<file path="src/rtl/sweeper_pkg.sv">
// Shared types and helpers for the exhaustive pattern sweeper.
// Holds the FSM state enum, order-mode constants, pattern mapping and default MISR polynomial.
package sweeper_pkg;

    typedef enum logic [2:0] {
        IDLE,
        SETTLE,
        CAPTURE,
        EMIT,
        DONE
    } state_t;

    localparam int GRAY_OFF = 0;
    localparam int GRAY_ON  = 1;

    localparam logic [15:0] DEFAULT_SIG_POLY = 16'h1021;

    // Mapping works on a wide word; callers cast down to their pattern width.
    localparam int MAP_W = 32;

    function automatic logic [MAP_W-1:0] map_pattern(
        input logic [MAP_W-1:0] idx,
        input logic             gray
    );
        return gray ? (idx ^ (idx >> 1)) : idx;
    endfunction

endpackage

</file>
<file path="src/rtl/sweep_misr.sv">
// Multiple-input signature register folding one response word per enable.
// Ports: clk, rst (async, active-high), clear, enable, data[OUT_WIDTH], sig[SIG_WIDTH].
module sweep_misr
    import sweeper_pkg::*;
#(
    parameter int                   SIG_WIDTH = 16,
    parameter logic [SIG_WIDTH-1:0] SIG_POLY  = SIG_WIDTH'(DEFAULT_SIG_POLY),
    parameter int                   OUT_WIDTH = 1
) (
    input  logic                 clk,
    input  logic                 rst,
    input  logic                 clear,
    input  logic                 enable,
    input  logic [OUT_WIDTH-1:0] data,
    output logic [SIG_WIDTH-1:0] sig
);

    logic [SIG_WIDTH-1:0] feedback;
    logic [SIG_WIDTH-1:0] sig_next;

    always_comb begin
        feedback = sig[SIG_WIDTH-1] ? SIG_POLY : '0;
        sig_next = {sig[SIG_WIDTH-2:0], 1'b0} ^ feedback ^ SIG_WIDTH'(data);
    end

    always_ff @(posedge clk or posedge rst) begin
        if (rst) begin
            sig <= '0;
        end else if (clear) begin
            sig <= '0;
        end else if (enable) begin
            sig <= sig_next;
        end
    end

endmodule

</file>
<file path="src/rtl/exhaustive_pattern_sweeper.sv">
// Drives all 2^N_WIDTH patterns (binary or Gray order) to a DUT, captures each response,
// streams pattern/response records over valid/ready and folds responses into a MISR.
// Ports: CK, reset (async, active-high), start, abort, pattern, dut_resp, rec_valid,
// rec_ready, rec_pattern, rec_resp, busy, done, signature, pattern_count.
module exhaustive_pattern_sweeper
    import sweeper_pkg::*;
#(
    parameter int                   N_WIDTH       = 6,
    parameter int                   OUT_WIDTH     = 1,
    parameter int                   SETTLE_CYCLES = 1,
    parameter int                   GRAY_MODE     = GRAY_OFF,
    parameter int                   SIG_WIDTH     = 16,
    parameter logic [SIG_WIDTH-1:0] SIG_POLY      = SIG_WIDTH'(DEFAULT_SIG_POLY)
) (
    input  logic                 CK,
    input  logic                 reset,
    input  logic                 start,
    input  logic                 abort,
    output logic [N_WIDTH-1:0]   pattern,
    input  logic [OUT_WIDTH-1:0] dut_resp,
    output logic                 rec_valid,
    input  logic                 rec_ready,
    output logic [N_WIDTH-1:0]   rec_pattern,
    output logic [OUT_WIDTH-1:0] rec_resp,
    output logic                 busy,
    output logic                 done,
    output logic [SIG_WIDTH-1:0] signature,
    output logic [N_WIDTH:0]     pattern_count
);

    localparam int IW = N_WIDTH + 1;
    localparam int CW = (SETTLE_CYCLES > 1) ? $clog2(SETTLE_CYCLES) : 1;

    // idx carries one extra bit so the last index never wraps to 0.
    localparam logic [IW-1:0] LAST_IDX    = IW'((1 << N_WIDTH) - 1);
    localparam logic [CW-1:0] SETTLE_LAST = CW'(SETTLE_CYCLES - 1);
    localparam logic          GRAY_SEL    = (GRAY_MODE == GRAY_ON);

    state_t        state_q;
    state_t        state_d;
    logic [IW-1:0] idx;
    logic [IW-1:0] idx_inc;
    logic [CW-1:0] settle_cnt;
    logic          start_go;
    logic          capture_go;
    logic          accept;
    logic          advance;

    assign idx_inc = idx + IW'(1);

    always_ff @(posedge CK or posedge reset) begin
        if (reset) begin
            state_q <= IDLE;
        end else begin
            state_q <= state_d;
        end
    end

    always_comb begin
        state_d    = state_q;
        start_go   = 1'b0;
        capture_go = 1'b0;
        accept     = 1'b0;
        advance    = 1'b0;
        unique case (state_q)
            IDLE: begin
                if (start) begin
                    state_d  = SETTLE;
                    start_go = 1'b1;
                end
            end
            SETTLE: begin
                // Response is sampled on the edge that ends the last settle cycle.
                if (settle_cnt == SETTLE_LAST) begin
                    state_d    = CAPTURE;
                    capture_go = 1'b1;
                end
            end
            CAPTURE: begin
                state_d = EMIT;
            end
            EMIT: begin
                if (rec_ready) begin
                    accept = 1'b1;
                    if (idx == LAST_IDX) begin
                        state_d = DONE;
                    end else begin
                        state_d = SETTLE;
                        advance = 1'b1;
                    end
                end
            end
            DONE: begin
                state_d = IDLE;
            end
            default: begin
                state_d = IDLE;
            end
        endcase
        // Abort overrides every other event, including a completing handshake.
        if (abort) begin
            state_d    = IDLE;
            start_go   = 1'b0;
            capture_go = 1'b0;
            accept     = 1'b0;
            advance    = 1'b0;
        end
    end

    always_ff @(posedge CK or posedge reset) begin
        if (reset) begin
            idx           <= '0;
            settle_cnt    <= '0;
            pattern       <= '0;
            rec_pattern   <= '0;
            rec_resp      <= '0;
            rec_valid     <= 1'b0;
            busy          <= 1'b0;
            done          <= 1'b0;
            pattern_count <= '0;
        end else begin
            settle_cnt <= (state_q == SETTLE && state_d == SETTLE)
                          ? settle_cnt + CW'(1) : '0;
            if (start_go) begin
                idx           <= '0;
                pattern_count <= '0;
                pattern       <= N_WIDTH'(map_pattern('0, GRAY_SEL));
            end
            if (capture_go) begin
                rec_resp    <= dut_resp;
                rec_pattern <= pattern;
            end
            if (accept) begin
                pattern_count <= pattern_count + IW'(1);
            end
            if (advance) begin
                idx     <= idx_inc;
                pattern <= N_WIDTH'(map_pattern(MAP_W'(idx_inc), GRAY_SEL));
            end
            rec_valid <= (state_d == EMIT);
            busy      <= (state_d != IDLE);
            done      <= (state_d == DONE);
        end
    end

    sweep_misr #(
        .SIG_WIDTH (SIG_WIDTH),
        .SIG_POLY  (SIG_POLY),
        .OUT_WIDTH (OUT_WIDTH)
    ) u_misr (
        .clk    (CK),
        .rst    (reset),
        .clear  (start_go),
        .enable (capture_go),
        .data   (dut_resp),
        .sig    (signature)
    );

endmodule

</file>
<file path="config.mk">
export PLATFORM = sky130hd
export DESIGN_NAME = exhaustive_pattern_sweeper
export DESIGN_NICKNAME = d
export VERILOG_FILES = /design/src/rtl/sweeper_pkg.sv /design/src/rtl/sweep_misr.sv /design/src/rtl/exhaustive_pattern_sweeper.sv
export SDC_FILE = /design/constraint.sdc
export NUM_CORES = 1
export LEC_CHECK = 0
export CAP_MARGIN = 0
export CORE_ASPECT_RATIO = 2
export CORE_MARGIN = 2
export CORE_UTILIZATION = 53
export DETAILED_ROUTE_END_ITERATION = 8
export GPL_TIMING_DRIVEN = 0
export PLACE_DENSITY = 0.85
export SKIP_CTS_REPAIR_TIMING = 1
export SLEW_MARGIN = 20
export SYNTH_ARGS = -nofsm -noshare
export SYNTH_HDL_FRONTEND = slang
export SYNTH_SLANG_ARGS = --single-unit
</file>
<file path="constraint.sdc">
create_clock -name CK -period 4.25 [get_ports CK]
set_input_delay 0.6375 -clock CK [delete_from_list [all_inputs] [get_ports CK]]
set_output_delay 0.6375 -clock CK [all_outputs]
set_load 0.005 [all_outputs]
</file>
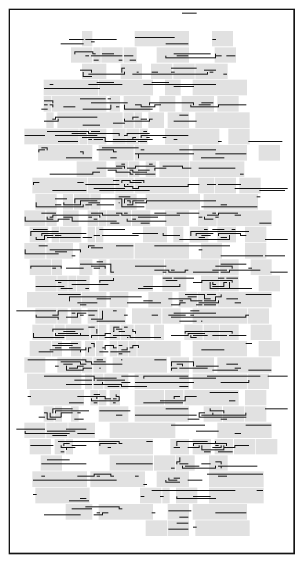
**Above:** run 1 (signal wires on met1).
(6 px per µm)
nets with wire on the layer	187
wire length on this layer	1540 µm
main direction	horizontal
M1 GR Usage: 26.5%
number of vias in the routed layout: 1483

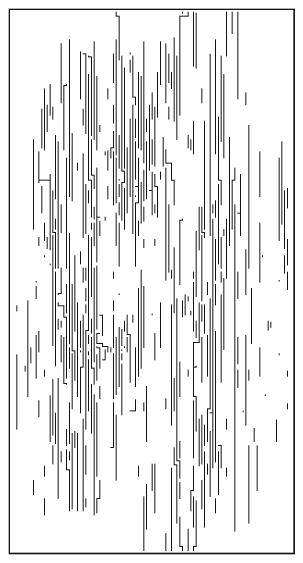
**Above:** run 1 (metal 2).
(6 px per µm)
share of all routed wire	57%
wire length on this layer	2450 µm
longest straight run	54.4 µm
main direction	vertical
nets with wire on the layer	210

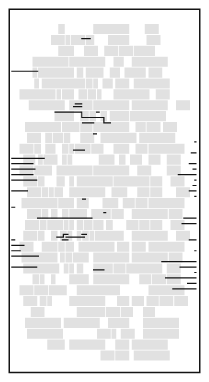
**Above:** run 1 (metal 3).
(4 px per µm)
longest straight run	13.6 µm
share of all routed wire	3.8%
main direction	horizontal
wire length on this layer	164 µm
nets with wire on the layer	41
met3 layer usage reported by global route: 3.40%
total length of routed wires: 4.29 mm

-- run 1: per-stage QoR --
stage | instance area, µm² | power, mW | instances
6_report | 2630 | 0.874 | 263
5_1_grt | 2630 | 0.910 | 263
4_1_cts | 2630 | 0.881 | 263
3_5_place_dp | 2500 | 0.522 | 256
2_1_floorplan | 1980 | 0.486 | 162
3_3_place_gp | 2480 | 0.517 | 255
-- run 1: cells by family (layout without fill, tap and decap cells) --
logic type	after synthesis	after routing	synth area share, %
other	1	1	0.189
buffers and inverters	15	67	5.24
xor gates and xnor gates	4	4	1.77
muxes	11	11	6.89
DFF	44	44	55.6
adders and majority gates	2	2	1.26
AOI/OAI and AO/OA	36	36	14.5
and+or+nand+nor	49	49	14.5
==> impl_metrics.env, run 1 <==
# flow metrics
export IMPL_status="completed"
export IMPL_clk_root_buffer_cell="sky130_fd_sc_hd__clkbuf_8"
export IMPL_placeable_area_um2=3610
export IMPL_critical_path_peak_fanout=8
export IMPL_post_drt_wl_per_cell_um=16.3
export IMPL_dieWidth_um=47.2
export IMPL_timing_critical_path_cells="buf_4 > clkdlybuf4s50_1"
export IMPL_skew_ns=0.00353
export IMPL_comb_area_share_pct=29.5
export IMPL_dieArea_um2=4270
export IMPL_maxUsedRoutingLayer="met4"
export IMPL_hold_worst_slack_ns=0.481
export IMPL_postSynthCellCount=162
export IMPL_utilization_pct=72.9
export IMPL_timing_critical_path_arrival_ns=1.41
export IMPL_place_detailed_hpwl_mm=3.23
export IMPL_synth_area_um2=1980
export IMPL_top_power_group="registers"
export IMPL_clock_path_buffers=2
export IMPL_seq_power_mw=0.437
export IMPL_log_warning_count=26
export IMPL_timing_critical_path_slowest_stage_cell="sky130_fd_sc_hd__dfrtp_1"
export IMPL_startpoint="pattern[3]"
export IMPL_area_growth_synth_to_final_pct=32.8
export IMPL_nNonClkInverters=3
export IMPL_clkPwrFrac_pct=41.3
export IMPL_layout_buffer_nonclock_area_share_pct=21.0
export IMPL_combinational_fraction_of_design_power_pct=8.8
export IMPL_finalCriticalPeriod_ns=2.05
export IMPL_power_clock_mw=0.361
export IMPL_ys_seq_share_pct=55.6
export IMPL_final_setup_worst_slack_ns=2.20
export IMPL_static_power_due_to_leakage_nw=1.21
export IMPL_endpoint_of_the_most_critical_register_to_register_path="pattern[3]"
export IMPL_post_place_ws_ns=1.98
export IMPL_cts_num_sinks=44
export IMPL_regToRegStartpoint="pattern[0]"
export IMPL_crit_path_start_kind="register"
export IMPL_synth_flop_count=44
export IMPL_multi_input_gate_area_um2=776
export IMPL_largest_registers="u_misr.sig x16, pattern_count x7, rec_pattern x6"
export IMPL_die_size_y_um=90.5
export IMPL_sw_power_mw=0.175
export IMPL_setup_viol_count_final=0
export IMPL_synthDominantCellAreaShare_pct=55.6
export IMPL_post_route_period_util_pct=48.2
export IMPL_core_rowCount=31
export IMPL_synth_async_reset_ratio_pct=100
export IMPL_htree_levels=2
export IMPL_synth_area_leader_cell="sky130_fd_sc_hd__dfrtp_1"
export IMPL_cts_tree="yes"
export IMPL_reg2reg_slack_ns=2.38
export IMPL_powerDensity_nw_per_um2=332
export IMPL_worst_setup_path_end_kind="output port"
export IMPL_drt_initial_drc_count=34
export IMPL_yosys_warnings=0
export IMPL_ys_chip_area_um2=1980
export IMPL_met1_length_mm=1.54
export IMPL_num_antenna_cells=0
export IMPL_global_route_wire_length_before_repair_mm=7.23
export IMPL_most_common_layout_cells="sky130_fd_sc_hd__dfrtp_1 (44), sky130_fd_sc_hd__clkdlybuf4s50_1 (44), sky130_fd_sc_hd__a22o_1 (18)"
export IMPL_seqAreaFraction_pct=41.8
export IMPL_drt_pass1_iterations=4
export IMPL_enable_flop_cells=0
export IMPL_final_fill_count=264
export IMPL_antenna_found_initial=0
export IMPL_grt_remaining_overflow=0
export IMPL_min_delay_worst_endpoint="pattern_count[6]"
export IMPL_n_multi_input_combinational_cell=103
export IMPL_hp_start="pattern_count[6]"
export IMPL_grt_use_total_pct=23.0
export IMPL_layout_non_clock_buffers=57
export IMPL_insertion_delay_ns=0.29
export IMPL_min_delay_path_depth=1
export IMPL_worst_path_dominant_cell_family="buffers and inverters"
export IMPL_worst_path_largest_cell_delay_ns=0.49
export IMPL_route_antenna_remaining_nets=0
--- run 2 (diff from run 1) ---
Settings changed: CORE_UTILIZATION 53 to 45, PLACE_DENSITY 0.85 to 0.77.
Clock period 4.25 ns to 1.82 ns, I/O delays scaled along.
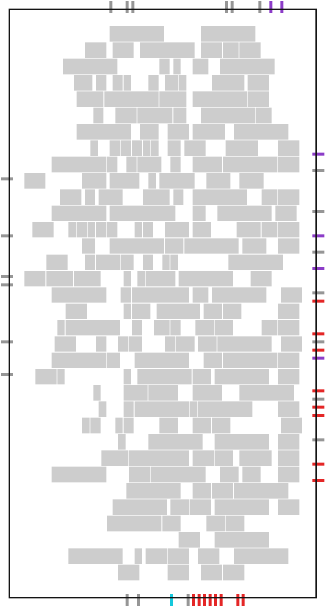
**Above:** run 2 (I/O pins on the die edge).
(6 px per µm) Pins as bars across the die edge, other pins in grey.
port	colour	pins	direction	edge
signature	red	16	output	8 right, 8 bottom
rec_pattern	purple	6	output	4 right, 2 top
rec_valid	cyan	1	output	bottom
all pins by edge	19 right, 12 bottom, 8 top, 6 left

==> run 2 against run 1 <==
  * Sequential cell count unchanged
  * Cell count up 2.3%
  * Final area unchanged
  * Routed wire length down 7.1%
  * Non-clock buffer count unchanged
  * Via count down 4.0%
  * Highest routed layer unchanged
==> impl_metrics.env, run 2 <==
# flow metrics
export IMPL_status="completed"
export IMPL_ys_seq_share_pct=55.6
export IMPL_synth_flop_count=44
export IMPL_comb_area_share_pct=29.7
export IMPL_seqAreaFraction_pct=41.9
export IMPL_drt_initial_drc_count=15
export IMPL_core_rowCount=34
export IMPL_clk_root_buffer_cell="sky130_fd_sc_hd__clkbuf_8"
export IMPL_htree_levels=2
export IMPL_grt_use_total_pct=18.1
export IMPL_postSynthCellCount=162
export IMPL_synthDominantCellAreaShare_pct=55.6
export IMPL_global_route_wire_length_before_repair_mm=6.91
export IMPL_nNonClkInverters=3
export IMPL_antenna_found_initial=0
export IMPL_ys_chip_area_um2=1980
export IMPL_regToRegStartpoint="pattern[0]"
export IMPL_synth_cellmix_compoundShare_pct=14.5
export IMPL_die_size_y_um=97.8
export IMPL_worst_path_dominant_cell_family="buffers and inverters"
export IMPL_post_route_period_util_pct=93.1
export IMPL_yosys_area_share_simple_pct=14.5
export IMPL_cts_num_sinks=44
export IMPL_synth_area_mux_share_pct=6.89
export IMPL_utilization_pct=61.2
export IMPL_timing_critical_path_slowest_stage_cell="sky130_fd_sc_hd__dfrtp_1"
export IMPL_synth_area_um2=1980
export IMPL_critical_path_peak_fanout=7
export IMPL_post_drt_wl_per_cell_um=14.8
export IMPL_largest_registers="u_misr.sig x16, pattern_count x7, rec_pattern x6"
export IMPL_layoutNonFillerInstCount=269
export IMPL_worst_path_largest_cell_delay_ns=0.50
export IMPL_static_power_due_to_leakage_nw=1.20
export IMPL_dieArea_um2=4980
export IMPL_endpoint_of_the_most_critical_register_to_register_path="pattern[4]"
export IMPL_hold_worst_slack_ns=0.320
export IMPL_timing_critical_path_cells="buf_4 > clkdlybuf4s50_1"
export IMPL_enable_flop_cells=0
export IMPL_cts_tree="yes"
export IMPL_report_power_total_mw=1.92
export IMPL_drt_pass1_iterations=4
export IMPL_reg2reg_slack_ns=0.15
export IMPL_met1_length_mm=1.55
export IMPL_log_warning_count=26
export IMPL_global_route_usage_met1_pct=19.9
export IMPL_maxUsedRoutingLayer="met4"
export IMPL_powerDensity_nw_per_um2=728
export IMPL_startpoint="pattern[2]"
export IMPL_yosys_warnings=0
export IMPL_post_place_cells=261
export IMPL_setup_viol_count_final=0
export IMPL_crit_path_start_kind="register"
export IMPL_most_common_layout_cells="sky130_fd_sc_hd__clkdlybuf4s50_1 (44), sky130_fd_sc_hd__dfrtp_1 (43), sky130_fd_sc_hd__a22o_1 (18)"
export IMPL_multi_input_gate_area_um2=782
export IMPL_skew_ns=0.00510
export IMPL_worst_setup_path_end_kind="output port"
export IMPL_area_growth_synth_to_final_pct=32.8
export IMPL_num_antenna_cells=0
-- run 2: cell counts after synthesis --
Identical to the previous run, type by type.
-- run 2: per-stage QoR --
stage	setup WS [ns]	setup TNS [ns]	area [µm²]
finish	0.125	0	2630
CTS	0.0435	0	2620
detailed placement	-0.0739	-0.360	2520
global placement	-0.335	-14.97	2490
global route	0.0285	0	2630
floorplan	0.333	0	1980
-- run 2: report_power, final --
part	total (mW)	switching [mW]	leakage [nW]	internal, mW
clock	0.718	0.311	0.0552	0.407
sequential	1.02	0.0185	0.604	1.00
combinational	0.179	0.0853	0.542	0.0938
total	1.92	0.414	1.20	1.50
Power is estimated from default activity; no workload was simulated.
